### Power grid

The bar under the picture is 50 µm long. Pins as bars on the die edge.
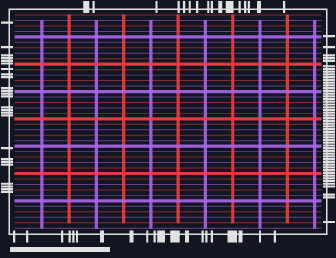
### Placed cells, one colour a class

Fill, decap, tap and diode cells in grey.
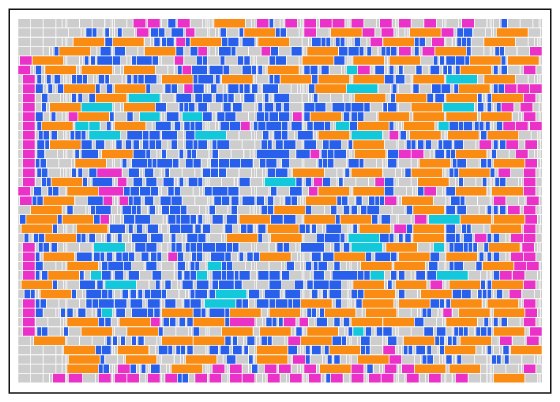
==> config.mk <==
export PLATFORM = sky130hd
export DESIGN_NAME = exe_div_unit
export DESIGN_NICKNAME = d
export VERILOG_FILES = /design/src/rtl/mips32_pkg.sv /design/src/rtl/div_step.sv /design/src/rtl/exe_div_unit.sv
export SDC_FILE = /design/constraint.sdc
export NUM_CORES = 1
export LEC_CHECK = 0
export CORE_ASPECT_RATIO = 0.7
export CORE_MARGIN = 2
export CORE_UTILIZATION = 55
export CTS_CLUSTER_DIAMETER = 50
export DETAILED_ROUTE_END_ITERATION = 10
export PLACE_DENSITY_LB_ADDON = 0.08
export REMOVE_ABC_BUFFERS = 1
export SYNTH_ARGS = -nofsm -noshare
export SYNTH_HDL_FRONTEND = slang
export SYNTH_SLANG_ARGS = --single-unit
export TNS_END_PERCENT = 5
==> constraint.sdc <==
create_clock -name clk -period 3.47 [get_ports clk]
set_input_delay 0.5205 -clock clk [delete_from_list [all_inputs] [get_ports clk]]
set_output_delay 0.5205 -clock clk [all_outputs]
set_load 0.005 [all_outputs]
==> flow_summary.json <==
{
  "ys_sh_adder_pct": 4.92,
  "grt_max_degree": 59,
  "p_per_area_nw_per_um2": 743,
  "critPathMaxStageDelay_ns": 0.47,
  "clock-root-buffer": "sky130_fd_sc_hd__clkbuf_16",
  "layout.cells.most_common_list": "sky130_fd_sc_hd__nand2_1 (203), sky130_fd_sc_hd__dfrtp_1 (168), sky130_fd_sc_hd__o21ai_0 (136)",
  "fmax_mhz": 307,
  "critical_path.cell_chain": "inv_1 -> ha_1 -> inv_1 -> fa_1 -> a21o_1 -> a221oi_1 -> nand2b_1 -> o31ai_1 -> a21o_1 -> xor2_1 -> mux2i_1 -> o21ai_0",
  "cts_made_buffers": 17,
  "crit_path_max_fanout": 4,
  "antenna-diode-count": 0,
  "run_status": "finished, final reports clean",
  "dp.final_hpwl_um": 17800,
  "post_synth.cell_area_avg_um2": 8.91,
  "fin_cells": 1364,
  "setup.reg_to_reg.worst_slack_ns": 0.21,
  "m1WireLength_um": 12400,
  "num-fill-cells": 1318,
  "report.final.setup_viol": 0,
  "firstDrtPassIters": 6,
  "initialDrtViolationCount": 822,
  "totalWireLength_um": 25100,
  "synthTopLogicFamily": "AND-OR/OR-AND gates",
  "placement.cell_area_um2": 10600,
  "tool_warnings": 26,
  "holdCritPathClass": "flop to flop",
  "clk-insertion-delay-late_ns": 0.44,
  "critical_path_depth": 12,
  "worst_ep_required_time_ns": 3.77,
  "post_cts.repair.setup_buffers": 0,
  "p_leak_nw": 5.19,
  "final_min_period_over_clock_period_pct": 93.9,
  "synth.most_common_cell": "sky130_fd_sc_hd__nand2_1",
  "port_buffers": 134,
  "setup.worst_path.end_class": "flop",
  "mux_share_pct": 2.89,
  "top_cells_by_count": "sky130_fd_sc_hd__nand2_1 (203), sky130_fd_sc_hd__dfrtp_1 (168), sky130_fd_sc_hd__o21ai_0 (137)",
  "syn2layout_area_growth_pct": 23.9,
  "mostFrequentLayoutCell": "sky130_fd_sc_hd__nand2_1",
  "finalClockSkew_ns": 0.00971,
  "async_reset_ff_share_pct": 100,
  "yosys_warnings": 0,
  "cts-htree-levels": 4,
  "synth-compound-area-share_pct": 21.5,
  "grt_remaining_overflow": 0,
  "cp_class": "flop to flop",
  "gr_util_met3_pct": 7.39,
  "number_of_synthesized_flops_with_an_enable_pin": 0,
  "synth_cells": 1015,
  "antenna_found_initial": 0,
  "timing_worst_slew_pin_value_ns": 0.622,
  "grt_first_pass_wirelength_um": 40000,
  "post_drt_via_cell_ratio": 5.90,
  "flip_flop_cell_with_the_highest_count_after_synthesis": "sky130_fd_sc_hd__dfrtp_1",
  "cts_resized": 0,
  "timing_max_transition_violations_final": 0,
  "vdd.ir_drop.worst_mv": 0.394,
  "rsz_0062_raised_after_global_routing": "false",
  "drt_drc_violations_left": 0,
  "clock_slew_at_reported_path_ffs_ns": 0.08,
  "globalRoute.busiestLayer": "met1",
  "critical_path_buf_inv_count": 2,
  "rr_worst_depth": 12
}
About 'Power grid':
- VDD: red
- VSS: purple
- met4 straps: 11
- met1 rails: 40
- signal pins: 136
- rows: 39
- met5 straps: 7
area of the core region: 16200 µm²
die height: 111 µm

About 'Placed cells, one colour a class':
- clock drivers and dummy loads: cyan (cells 31; share of their area 5.2%)
- remaining logic cells: blue (cells 779; share of their area 42%)
- remaining buffers and delay cells: magenta (cells 161; share of their area 15%)
- registers: orange (cells 168; share of their area 38%)
final non-filler cell area: 11200 µm²
Std-Cell Rows: 39
sequential share of cell area: 37.5%

==> stage by stage <==
step	util, %	setup TNS (ns)	hold WS (ns)	power [W]
floorplan	-	-201.85	0.225	0.00520
global placement	65.6	0	0.442	0.00629
detailed placement	65.6	0	0.442	0.00637
CTS	69.2	0	0.486	0.00824
global route	69.2	0	0.530	0.00885
finish	69.2	0	0.485	0.00832
==> area by class of cell <==
class	count	area, µm²	area share (%)
repair buffers	161	1590	14.1
clock buffers	17	425	3.80
flip-flops and latches	168	4200	37.5
well taps	225	282	2.51
inverters	43	161	1.44
multi-input cells	736	4400	39.3
clock inverters	14	148	1.32
==> where the power goes <==
part	internal (W)	switching, W	leakage [nW]
Combinational	0.00150	0.00239	2.68
Sequential	0.00229	0.000295	2.23
Clock	0.000956	0.000899	0.282
Total	0.00474	0.00358	5.19
Power is estimated from default activity; no workload was simulated.
